File: config.mk
export PLATFORM = sky130hd
export DESIGN_NAME = issue_ctrl
export DESIGN_NICKNAME = d
export VERILOG_FILES = /design/src/rtl/issue_ctrl.sv
export SDC_FILE = /design/constraint.sdc
export NUM_CORES = 1
export LEC_CHECK = 0
export CORE_MARGIN = 2
export CORE_UTILIZATION = 54
export DETAILED_ROUTE_END_ITERATION = 8
export GPL_TIMING_DRIVEN = 1
export HOLD_SLACK_MARGIN = 0.05
export PLACE_DENSITY = 0.86
export SKIP_CTS_REPAIR_TIMING = 1
export SLEW_MARGIN = 10
export SYNTH_ARGS = -nofsm -noshare
export SYNTH_HDL_FRONTEND = slang
export SYNTH_SLANG_ARGS = --single-unit
File: constraint.sdc
create_clock -name clk -period 3.5 [get_ports clk]
set_input_delay 0.35 -clock clk [delete_from_list [all_inputs] [get_ports clk]]
set_output_delay 0.35 -clock clk [all_outputs]
set_load 0.01 [all_outputs]
File: src/rtl/issue_ctrl.sv
// issue_ctrl: in-order issue controller between decode and execute.
// Holds decoded instructions until operands/destination are free (32-entry
// scoreboard), parks issue behind control instructions until execute
// resolves them, and pulses flush on a taken branch/jump.
// Optional feature macro: ISSUE_CTRL_FORWARD_EN enables forwarding from the
// instruction issued in the previous cycle (non-load producers only).
module issue_ctrl #(
  parameter int NREG = 32,
  parameter int AW   = 5
) (
  input  logic            clk,
  input  logic            rst,
  input  logic            dec_valid,
  output logic            dec_ready,
  input  logic [AW-1:0]   dec_rd,
  input  logic [AW-1:0]   dec_rs1,
  input  logic [AW-1:0]   dec_rs2,
  input  logic            dec_use_rs1,
  input  logic            dec_use_rs2,
  input  logic            dec_wr_rd,
  input  logic            dec_is_load,
  input  logic            dec_is_ctrl,
  output logic            ex_valid,
  input  logic            ex_resolve,
  input  logic            ex_taken,
  input  logic            wb_valid,
  input  logic [AW-1:0]   wb_rd,
  output logic            flush,
  output logic [NREG-1:0] busy,
  output logic            fwd_rs1,
  output logic            fwd_rs2
);

`ifdef ISSUE_CTRL_FORWARD_EN
  localparam logic FWD_EN = 1'b1;
`else
  localparam logic FWD_EN = 1'b0;
`endif

  typedef enum logic [1:0] {
    ST_RUN   = 2'd0,
    ST_WAIT  = 2'd1,
    ST_FLUSH = 2'd2
  } state_e;

  state_e          state_q, state_d;
  logic [NREG-1:0] busy_q, busy_d;
  logic            ex_valid_q, ex_valid_d;
  logic            flush_q, flush_d;
  logic            fwd_rs1_q, fwd_rs1_d;
  logic            fwd_rs2_q, fwd_rs2_d;
  // Last issued producer, used only to qualify forwarding.
  logic [AW-1:0]   ex_rd_q, ex_rd_d;
  logic            ex_wr_q, ex_wr_d;
  logic            ex_ld_q, ex_ld_d;

  logic raw1_s, raw2_s, waw_s;
  logic fwd_src_ok_s, fwd_hit1_s, fwd_hit2_s;
  logic hazard_s, ready_s, fire_s;

  // Hazard detection on the registered scoreboard; writeback does not bypass.
  always_comb begin
    raw1_s       = dec_use_rs1 & busy_q[dec_rs1];
    raw2_s       = dec_use_rs2 & busy_q[dec_rs2];
    waw_s        = dec_wr_rd & busy_q[dec_rd];
    // A producer is forwardable only in the cycle right after it issued and
    // only when its result is not a late-arriving load value.
    fwd_src_ok_s = FWD_EN & ex_valid_q & ex_wr_q & ~ex_ld_q;
    fwd_hit1_s   = fwd_src_ok_s & raw1_s & (dec_rs1 == ex_rd_q);
    fwd_hit2_s   = fwd_src_ok_s & raw2_s & (dec_rs2 == ex_rd_q);
    hazard_s     = (raw1_s & ~fwd_hit1_s) | (raw2_s & ~fwd_hit2_s) | waw_s;
    ready_s      = (state_q == ST_RUN) & ~hazard_s;
    fire_s       = dec_valid & ready_s;
  end

  assign dec_ready = ready_s;

  // Control FSM next-state: park in WAIT behind a control instruction.
  always_comb begin
    state_d = state_q;
    flush_d = 1'b0;
    case (state_q)
      ST_RUN: begin
        if (fire_s && dec_is_ctrl) begin
          state_d = ST_WAIT;
        end else begin
          state_d = ST_RUN;
        end
      end
      ST_WAIT: begin
        if (ex_resolve) begin
          if (ex_taken) begin
            flush_d = 1'b1;
            state_d = ST_FLUSH;
          end else begin
            state_d = ST_RUN;
          end
        end else begin
          state_d = ST_WAIT;
        end
      end
      ST_FLUSH: begin
        state_d = ST_RUN;
      end
      default: begin
        state_d = ST_RUN;
      end
    endcase
  end

  // Scoreboard update: set on issue, clear on writeback, x0 never busy.
  always_comb begin
    busy_d = busy_q;
    if (fire_s && dec_wr_rd && (dec_rd != {AW{1'b0}})) begin
      busy_d[dec_rd] = 1'b1;
    end else begin
      busy_d = busy_d;
    end
    if (wb_valid && (wb_rd != {AW{1'b0}})) begin
      busy_d[wb_rd] = 1'b0;
    end else begin
      busy_d = busy_d;
    end
    busy_d[0] = 1'b0;
  end

  // Issue pulse, forwarding flags and producer tracking.
  always_comb begin
    ex_valid_d = fire_s;
    fwd_rs1_d  = fire_s & fwd_hit1_s;
    fwd_rs2_d  = fire_s & fwd_hit2_s;
    if (fire_s) begin
      ex_rd_d = dec_rd;
      ex_wr_d = dec_wr_rd & (dec_rd != {AW{1'b0}});
      ex_ld_d = dec_is_load;
    end else begin
      ex_rd_d = ex_rd_q;
      ex_wr_d = ex_wr_q;
      ex_ld_d = ex_ld_q;
    end
  end

  // State and output registers with asynchronous reset.
  always_ff @(posedge clk or posedge rst) begin
    if (rst) begin
      state_q    <= ST_RUN;
      busy_q     <= {NREG{1'b0}};
      ex_valid_q <= 1'b0;
      flush_q    <= 1'b0;
      fwd_rs1_q  <= 1'b0;
      fwd_rs2_q  <= 1'b0;
      ex_rd_q    <= {AW{1'b0}};
      ex_wr_q    <= 1'b0;
      ex_ld_q    <= 1'b0;
    end else begin
      state_q    <= state_d;
      busy_q     <= busy_d;
      ex_valid_q <= ex_valid_d;
      flush_q    <= flush_d;
      fwd_rs1_q  <= fwd_rs1_d;
      fwd_rs2_q  <= fwd_rs2_d;
      ex_rd_q    <= ex_rd_d;
      ex_wr_q    <= ex_wr_d;
      ex_ld_q    <= ex_ld_d;
    end
  end

  assign ex_valid = ex_valid_q;
  assign flush    = flush_q;
  assign busy     = busy_q;
  assign fwd_rs1  = fwd_rs1_q;
  assign fwd_rs2  = fwd_rs2_q;

endmodule
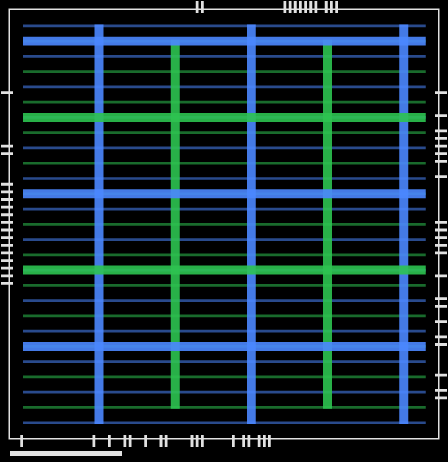
Fig. 1. Floorplan with the power grid.
The bar under the picture is 20 um long. Pins as bars on the die edge.
green -> VDD
blue -> VSS
met5 straps = 5
met4 straps = 5
rows = 26
met1 rails = 27

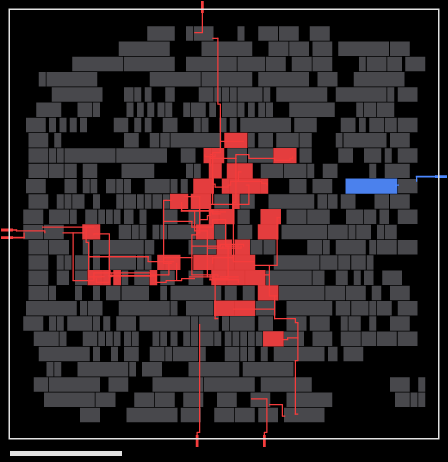
Fig. 2. Nets reached from selected ports.
The bar under the picture is 20 um long.
blue -> ex_valid  # bits 1, direction output, end cells 1, buffers 1, wire 5.10 um
red -> dec_rd  # bits 5, direction input, end cells 38, buffers 7, wire 464 um
number of primary I/O pins: 68
I/O Buffers: 63

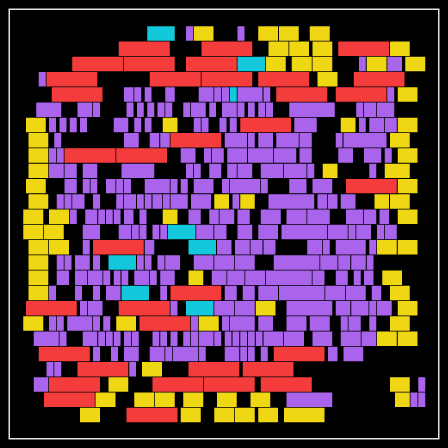
Fig. 3. Cell classes on the final placement.
red -> registers  # cells 35
cyan -> clock drivers and dummy loads  # cells 8
yellow -> remaining buffers and delay cells  # cells 73
purple -> remaining logic cells  # cells 276
site row count: 26
post-layout util: 70.61%
placeable core region: 5075 sq um
cell area after layout: 3583 sq um
share of the final layout cell area in sequential cells: 24.44%

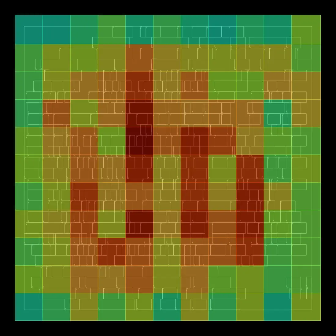
Fig. 4. Routing congestion map.
wire length per cell: 17.79 um
met3 layer usage reported by global route: 4.621%
Total GRT Usage: 28.90%
Global Route met1 Usage: 39.09%
global routing met2 resource utilization: 48.14%

[critical path, delay by kind of cell]
| family | cells | cell delay (ns) |
|---|---|---|
| buffers and inverters | 3 | 1.23 |
| muxes | 1 | 0.31 |
| and+or+nand+nor | 3 | 0.76 |
| AOI/OAI and AO/OA | 2 | 0.40 |
[state kept, by name, indices dropped and copies added, names as in the netlist]
register and flops:
busy 31, state_q 2, ex_valid 1, flush 1
[where the power goes]
group	total [mW]	leakage [nW]	switching [mW]	internal [mW]
sequential	0.545	0.474	0.0895	0.456
clock	0.325	0.0515	0.145	0.180
combinational	0.443	0.914	0.203	0.240
[cells in the final DEF, fill, tap and decap left out, types with 2 or more instances in the layout]
cell / count
sky130_fd_sc_hd__or3b_2: 3
sky130_fd_sc_hd__o31ai_2: 7
sky130_fd_sc_hd__buf_4: 9
sky130_fd_sc_hd__inv_1: 3
sky130_fd_sc_hd__o31ai_1: 22
sky130_fd_sc_hd__o22ai_1: 7
sky130_fd_sc_hd__o21ai_0: 3
sky130_fd_sc_hd__dfrtp_1: 35
sky130_fd_sc_hd__a211oi_1: 2
sky130_fd_sc_hd__mux2i_1: 22
sky130_fd_sc_hd__nor3b_1: 4
sky130_fd_sc_hd__a21oi_1: 2
sky130_fd_sc_hd__nor3_1: 2
sky130_fd_sc_hd__mux4_2: 8
sky130_fd_sc_hd__nor2b_1: 9
sky130_fd_sc_hd__nand2_1: 105
sky130_fd_sc_hd__nand2b_1: 7
sky130_fd_sc_hd__clkbuf_8: 7
sky130_fd_sc_hd__or3_1: 2
sky130_fd_sc_hd__conb_1: 3
sky130_fd_sc_hd__o211ai_1: 3
sky130_fd_sc_hd__nand3b_1: 5
sky130_fd_sc_hd__nor2_1: 21
sky130_fd_sc_hd__clkdlybuf4s50_1: 62
sky130_fd_sc_hd__mux2_2: 7
sky130_fd_sc_hd__nand3_1: 9
[layer usage]
metal  share of wire, %  wire [um]  vias to the layer above  track usage (%)
met5                  0          0                        -                0
met4                1.8        150                        0            8.364
met3                9.3        764                       14            4.621
met2                 49       4030                      151            48.14
met1                 40       3273                     1335            39.09
li1                   -          -                     1297                -
[cells by family (layout without fill, tap and decap cells)]
group,Yosys count,in the layout,synth area share [%]
other cells,1,3,0.1330
buf+inv,29,84,5.811
simple gates,174,174,28.48
compound gates,58,58,16.99
mux,38,38,17.52
flops,35,35,31.06
[stage by stage]
step | cell area (sq um) | hold WS (ns)
2_1_floorplan | 2828 | 0.4411
3_3_place_gp | 3473 | 0.5520
3_5_place_dp | 3473 | 0.5687
4_1_cts | 3573 | 0.4855
5_1_grt | 3583 | 0.5387
6_report | 3583 | 0.4634
[path summary, 6_finish.rpt]
check                                 end  slack [ns]       from  cells past startpoint
max in group asynchronous           flush        2.71        rst                      3
min in group clk                 busy[21]        0.58   busy[21]                      2
worst min register to register   busy[21]        0.58   busy[21]                      2
worst min-delay path              busy[9]        0.46        rst                      3
worst max register to register    busy[9]        0.92   busy[29]                      8
worst max-delay path            dec_ready         0.1  dec_rd[1]                      9
==> job_summary.md <==
## PnR job results

| Metric | Value |
|---|---|
| Run status | `finished, final reports clean` |
| Count of flip-flops and latches | `35` |
| Via count of the first global-routing pass | `2,631` |
| Initial antenna violation count | `0` |
| Critical path data arrival time | `3.05 ns` |
| Total die size | `5816 sq um` |
| Layout overhead on the synthesized area | `27.06%` |
| Cell area after technology mapping | `2820 sq um` |
| # clock sinks | `35` |
| Fill cells | `428` |
| DRC | `0` |
| Aggregate negative setup slack | `0 ns` |
| Instance tally after logic synthesis | `335` |
| Delay contributed by the slowest stage of the critical path | `0.54 ns` |
| Final cell count without fillers | `about 460` |
| Average cell area after synthesis | `about 8.4 sq um` |
| Plain + repair buffers | `73` |
| Clock network area share | `2.793%` |
| Count of distinct cell types in the synthesized netlist | `48` |
| Worst Hold Class | `in -> async` |
| Number of synthesized flops with an enable pin | `0` |
| Max-slew violation count | `0` |
| Final #Nets | `between 400 and 500` |
| Iter 0 DRT Violations | `193` |
| Standby leakage power | `1.440 nW` |
| Buffer cell driving the clock tree root | `sky130_fd_sc_hd__clkbuf_8` |
| Commonest cells post-synth | `105 x sky130_fd_sc_hd__nand2_1, 35 x sky130_fd_sc_hd__dfrtp_1, 22 x sky130_fd_sc_hd__mux2i_1, 22 x sky130_fd_sc_hd__o31ai_1, 21 x sky130_fd_sc_hd__nor2_1` |
| Proportion of cell area occupied by multi-input gates | `49.90%` |
| Inverter count | `3` |
| Share of layout cells above drive strength 1 | `between 10% and 20%` |
| Launching element type of the critical path | `primary input` |
| Storage element area | `875.8 sq um` |
| Die Y-Extent | `around 76 um` |
| CTS tree | `built` |
| Crit Path Class | `in -> out` |
| Dominant cells by area after synthesis | `sky130_fd_sc_hd__dfrtp_1 31%, sky130_fd_sc_hd__nand2_1 14%, sky130_fd_sc_hd__mux2i_1 7.8%, sky130_fd_sc_hd__mux4_2 6.4%, sky130_fd_sc_hd__o31ai_1 5.9%` |
| Number of maximum-capacitance violations | `0` |
| Width of the chip | `76.27 um` |
| Clock-pin transition on the worst setup and hold timing paths | `0.07 ns` |
| Yosys-reported design area after synthesis | `2820 sq um` |
| Clock buffer depth | `2` |
| Clock tree skew after final layout | `0.004272 ns` |
| Clk ins delay skew pair | `0.29 ns` |
| Cells along the critical path | `clkdlybuf4s50_1 -> buf_12 -> mux2_4 -> a32o_1 -> or4_1 -> o22ai_2 -> and2b_2 -> nor2_1 -> clkdlybuf4s50_1` |
| Critical Path Slowest Stage Cell | `sky130_fd_sc_hd__clkdlybuf4s50_1` |
| Async S/R FF share, synth | `100.0%` |
| Total wire length after detailed routing | `8.219 mm` |
| Required time at the worst-slack endpoint | `3.15 ns` |
| Post-synth top area share | `31.06%` |
| H-tree level count | `2` |
| Maximum number of pins on one net before global-route repair | `36` |
| Sequential cell area fraction in the yosys report | `31.06%` |
| Total via count in the routed design | `2,797` |
| Largest cell class | `combinational gates` |
| Endpoint type of the worst setup path | `output pin` |
| Weighted congestion reported at the end of routability-driven placement | `0.9251` |
| Setup ws final | `0.09807 ns` |
| Placed instance count | `453` |
| HPWL after DPL | `6.184 mm` |
| Number of synthesized register bits | `35` |
| Cell total in the yosys stat output | `between 300 and 400` |
| Final cycle utilization of the critical path | `97.20%` |
| Count of endpoints failing setup in the final report | `0` |
| RSZ-0062 raised after global routing | `no` |
| Multi-input combinational cell area | `about 1800 sq um` |
| Max Fclk | `a little under 300 MHz` |
| Cell type contributing the most total cell area after synthesis | `sky130_fd_sc_hd__dfrtp_1` |
| Total of clock buffers placed in the layout | `8` |
| Maximum ir drop on the vdd rail | `258.9 uV` |
| Minimum setup slack after placement | `roughly 0.0012 ns` |
Power and IR drop assume default switching activity.
